--- config.mk ---
export PLATFORM = sky130hd
export DESIGN_NAME = imem_loader
export DESIGN_NICKNAME = d
export VERILOG_FILES = /design/src/rtl/imem_loader.sv
export SDC_FILE = /design/constraint.sdc
export NUM_CORES = 1
export LEC_CHECK = 0
export ABC_AREA = 1
export CAP_MARGIN = 20
export CORE_ASPECT_RATIO = 1.2
export CORE_UTILIZATION = 45
export CTS_CLUSTER_DIAMETER = 150
export CTS_CLUSTER_SIZE = 10
export DETAILED_ROUTE_END_ITERATION = 8
export PLACE_DENSITY = 0.74
export SLEW_MARGIN = 15
export SYNTH_ARGS = -nofsm -noshare
export SYNTH_HDL_FRONTEND = slang
export SYNTH_SLANG_ARGS = --single-unit
--- constraint.sdc ---
create_clock -name clk -period 2.36 [get_ports clk]
set_input_delay 0.472 -clock clk [delete_from_list [all_inputs] [get_ports clk]]
set_output_delay 0.472 -clock clk [all_outputs]
set_load 0.02 [all_outputs]
--- src/rtl/imem_loader.sv ---
// imem_loader: receives a framed, checksummed byte stream and writes the payload into instruction memory
module imem_loader #(
  parameter int unsigned SIZE      = 64,
  parameter logic [63:0] BASE_ADDR = 64'd0
) (
  input  logic        clk,
  input  logic        rst_n,
  input  logic        start,
  input  logic        in_valid,
  input  logic [7:0]  in_data,
  output logic        in_ready,
  output logic        wr_en,
  output logic [63:0] wr_addr,
  output logic [7:0]  wr_data,
  output logic        busy,
  output logic        done,
  output logic        error,
  output logic [1:0]  err_code,
  output logic [15:0] bytes_written
);

  typedef enum logic [2:0] {
    S_IDLE,
    S_LEN_LO,
    S_LEN_HI,
    S_DATA,
    S_CHECK,
    S_DONE,
    S_ERROR
  } state_t;

  state_t      r_state;
  state_t      w_next;
  logic        r_in_ready;
  logic        r_wr_en;
  logic [63:0] r_wr_addr;
  logic [7:0]  r_wr_data;
  logic        r_busy;
  logic        r_done;
  logic        r_error;
  logic [1:0]  r_err_code;
  logic [15:0] r_bytes;
  logic [7:0]  r_len_lo;
  logic [15:0] r_len;
  logic [15:0] r_count;
  logic [7:0]  r_csum;
  logic        w_xfer;
  logic        w_start;
  logic        w_active;
  logic [15:0] w_n;
  logic        w_too_long;

  assign w_xfer     = in_valid & r_in_ready;
  assign w_start    = start & (r_state inside {S_IDLE, S_DONE, S_ERROR});
  assign w_n        = {in_data, r_len_lo};
  assign w_too_long = 32'(w_n) > SIZE;
  assign w_active   = w_next inside {S_LEN_LO, S_LEN_HI, S_DATA, S_CHECK};

  // state register; reset aborts any load in progress immediately
  always_ff @(posedge clk or negedge rst_n) begin
    if (!rst_n) r_state <= S_IDLE;
    else        r_state <= w_next;
  end

  // frame sequencing: length bytes, payload, trailer, then a sticky result state
  always_comb begin
    w_next = r_state;
    case (r_state)
      S_IDLE, S_DONE, S_ERROR: w_next = start ? S_LEN_LO : r_state;
      S_LEN_LO: w_next = w_xfer ? S_LEN_HI : S_LEN_LO;
      S_LEN_HI: w_next = !w_xfer ? S_LEN_HI : w_too_long ? S_ERROR : (w_n == 16'd0) ? S_CHECK : S_DATA;
      S_DATA:   w_next = (w_xfer && (r_count + 16'd1 == r_len)) ? S_CHECK : S_DATA;
      S_CHECK:  w_next = !w_xfer ? S_CHECK : (in_data == r_csum) ? S_DONE : S_ERROR;
      default:  w_next = S_IDLE;
    endcase
  end

  // registered handshake, status, length/checksum tracking and the one-cycle-delayed memory write
  always_ff @(posedge clk or negedge rst_n) begin
    if (!rst_n) begin
      r_in_ready <= 1'b0;
      r_wr_en    <= 1'b0;
      r_wr_addr  <= BASE_ADDR;
      r_wr_data  <= 8'h00;
      r_busy     <= 1'b0;
      r_done     <= 1'b0;
      r_error    <= 1'b0;
      r_err_code <= 2'b00;
      r_bytes    <= 16'd0;
      r_len_lo   <= 8'h00;
      r_len      <= 16'd0;
      r_count    <= 16'd0;
      r_csum     <= 8'h00;
    end else begin
      r_in_ready <= w_active;
      r_busy     <= w_active;
      r_done     <= w_next == S_DONE;
      r_error    <= w_next == S_ERROR;
      r_wr_en    <= 1'b0;
      if (w_start) begin
        r_err_code <= 2'b00;
        r_bytes    <= 16'd0;
        r_csum     <= 8'h00;
        r_count    <= 16'd0;
      end
      if (r_state == S_LEN_LO && w_xfer) r_len_lo <= in_data;
      if (r_state == S_LEN_HI && w_xfer) begin
        r_len <= w_n;
        if (w_too_long) r_err_code <= 2'b01;
      end
      if (r_state == S_DATA && w_xfer) begin
        r_wr_en   <= 1'b1;
        r_wr_data <= in_data;
        r_wr_addr <= BASE_ADDR + 64'(r_count);
        r_count   <= r_count + 16'd1;
        r_bytes   <= r_count + 16'd1;
        r_csum    <= r_csum ^ in_data;
      end
      if (r_state == S_CHECK && w_xfer && in_data != r_csum) r_err_code <= 2'b10;
    end
  end

  assign in_ready      = r_in_ready;
  assign wr_en         = r_wr_en;
  assign wr_addr       = r_wr_addr;
  assign wr_data       = r_wr_data;
  assign busy          = r_busy;
  assign done          = r_done;
  assign error         = r_error;
  assign err_code      = r_err_code;
  assign bytes_written = r_bytes;

endmodule

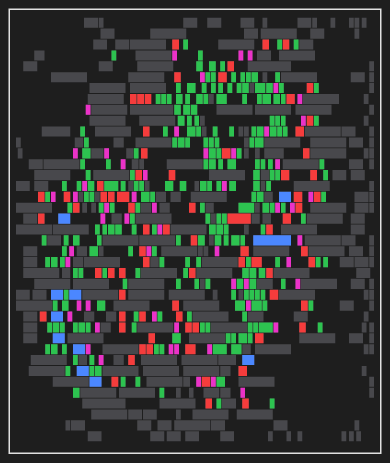
logic_types.png
Drawn at 4 px/µm.
legend:
  magenta:
    family: inverters
    cells: 55
  blue:
    family: XOR/XNOR gates
    cells: 11
  green:
    family: NAND gates
    cells: 231
  red:
    family: inverting AOI/OAI gates
    cells: 75

==> flow_metrics.tcl <==
# implementation run metrics
set metrics [dict create \
    status "complete, no violations" \
    num_rows 39 \
    clk_path_buf_depth 2 \
    path_buffers 0 \
    post_cts_buffers 0 \
    die_h_um 111 \
    powerDensity_nw_per_um2 1290 \
    fp.coreArea_um2 9520 \
    grt_pass1_vias 3541 \
    drc 0 \
    fp_util_pct 46.5 \
    crit_path_top_delay_cell "dfrtp_1" \
    diodes 0 \
    drtIter0Drc 234 \
    max_freq_mhz 474 \
    synth.area.top_cells "dfrtp_1 (46%), nand2_1 (14%), buf_4 (8.3%)" \
    clock_skew_ps 8.15 \
    cts_made_buffers 9 \
    wire_per_inst_um 13.0 \
    drv_cap 0 \
    netlist_area_um2 4430 \
    crit_arrival_ps 2340 \
    ioPinCount 107 \
    critical_path.cell_chain "ha_1 -> nand3_2 -> nor2_2 -> nand2_1 -> nand3_1 -> nand2_1 -> nor2_1 -> nand3_1 -> nor2_1 -> nand3_1 -> nand2_2 -> nand3_1 -> nand2_1 -> nand2_1" \
    ys_warn_count 0 \
    yosys.area.top_type "dfrtp_1" \
    grt.total_usage_pct 20.8 \
    clk_latency_ps 340 \
    worstSetupStartpointType "flop" \
    clk_pin_slew_ps 60 \
    fillers 868 \
]
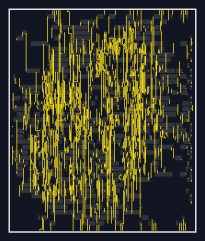
layer_met2.png
Drawn at 2 px/µm.
nets with wire on the layer: 548
share of all routed wire: 49%
longest straight run: 39.8 µm
wire length on this layer: 4850 µm
main direction: vertical
drt total wl: 9.87 mm
routed via count: 3797
GR Util met2: 34.5%

layout by cell type (no fill, tap or decap), drive strengths merged, types with 11 or more instances in the layout:
| cell type | Yosys | final |
|---|---|---|
| nand3 | 47 | 47 |
| nand2 | 171 | 171 |
| nor2 | 38 | 38 |
| clkbuf | 14 | 11 |
| o22ai | 12 | 12 |
| clkdlybuf4s50 | 0 | 57 |
| o21ai | 56 | 56 |
| dfrtp | 81 | 81 |
| conb | 1 | 48 |
| inv | 55 | 55 |
| buf | 49 | 15 |
state kept, by name, indices dropped and copies added, names as in the netlist, 2 cells and up:
signal    flops
wr_data       8
err_code      2
r_len_lo      8
r_csum        8
r_len        16
r_count      16
r_state       3
wr_addr      16
power by group:
part	internal, mW	leakage (nW)	total, mW	switching [mW]
Clock	1.06	0.166	1.60	0.542
Combinational	1.23	1.42	2.98	1.75
Sequential	1.95	1.07	2.40	0.444
layout make-up:
class / count / share of cell area (%)
clock buffer: 11 / 4.50
clock inverter: 5 / 1.90
inverter: 55 / 3.83
multi-input combinational: 413 / 36.2
sequential: 81 / 37.6
tap: 123 / 2.86
timing repair buffer: 73 / 13.1
cells by family after synthesis:
| group | count (synthesis) | share of synthesized area [%] |
|---|---|---|
| simple gates | 278 | 27.8 |
| buf+inv | 118 | 14.2 |
| flops | 81 | 45.8 |
| compound gates | 75 | 9.27 |
| xor+xnor | 11 | 2.57 |
| fa+ha+maj | 1 | 0.283 |
| other cells | 1 | 0.0847 |
worst paths after layout:
kind	end	slack, ps	cells after the start
worst max-delay path	busy$_DFF_PN0_	250	14
worst min-delay path	wr_addr[13]$_DFFE_PN0P_	480	2
worst max register to register	busy$_DFF_PN0_	250	14
worst min register to register	wr_addr[13]$_DFFE_PN0P_	480	2
max in group asynchronous	r_csum[7]$_DFFE_PN0P_	1240	3
min in group asynchronous	r_count[9]$_DFFE_PN0P_	510	2
routing by layer:
layer | wire [µm] | global-route usage, % | vias up
met5 | 0 | 0 | -
met4 | 292 | 10.1 | 0
met3 | 549 | 3.44 | 22
met2 | 4850 | 34.5 | 144
met1 | 4180 | 26.2 | 1771
li1 | - | - | 1860
tightest hold or removal path, delay by kind of cell (launching register included):
kind,cells,cell delay [ps]
and+or+nand+nor,1,50
AOI/OAI and AO/OA,1,50
DFF,1,340
cell usage after synthesis:
cell      count
buf_4        49
o21ai_0      54
nand3b_1      5
conb_1        1
nand2_1     165
and2_4        1
nor2_4        3
nor2_2        4
xnor2_1       1
nand2_2       5
o21ai_1       1
nand3_1      44
nand4_1       8
xor2_1        9
nand2_4       1
clkbuf_1     14
o22ai_1      12
inv_1        54
nand3_2       3
or2_2         1
nor2_1       31
o21ai_4       1
inv_2         1
ha_1          1
a32oi_1       1
nor2b_1       1
nor4_1        3
o21bai_1      2
nor3_1        2
a21oi_1       4
dfrtp_1      81
xnor3_4       1
or2_0         1
per-stage QoR:
step           cells  hold WS, ps  utilization (%)
6_report         761          481             56.6
5_1_grt          761          505             56.6
4_1_cts          761          487             56.6
3_5_place_dp     744          331             52.9
3_3_place_gp     744          327             52.9
2_1_floorplan    612          176                -
Power is estimated from default activity; no workload was simulated.
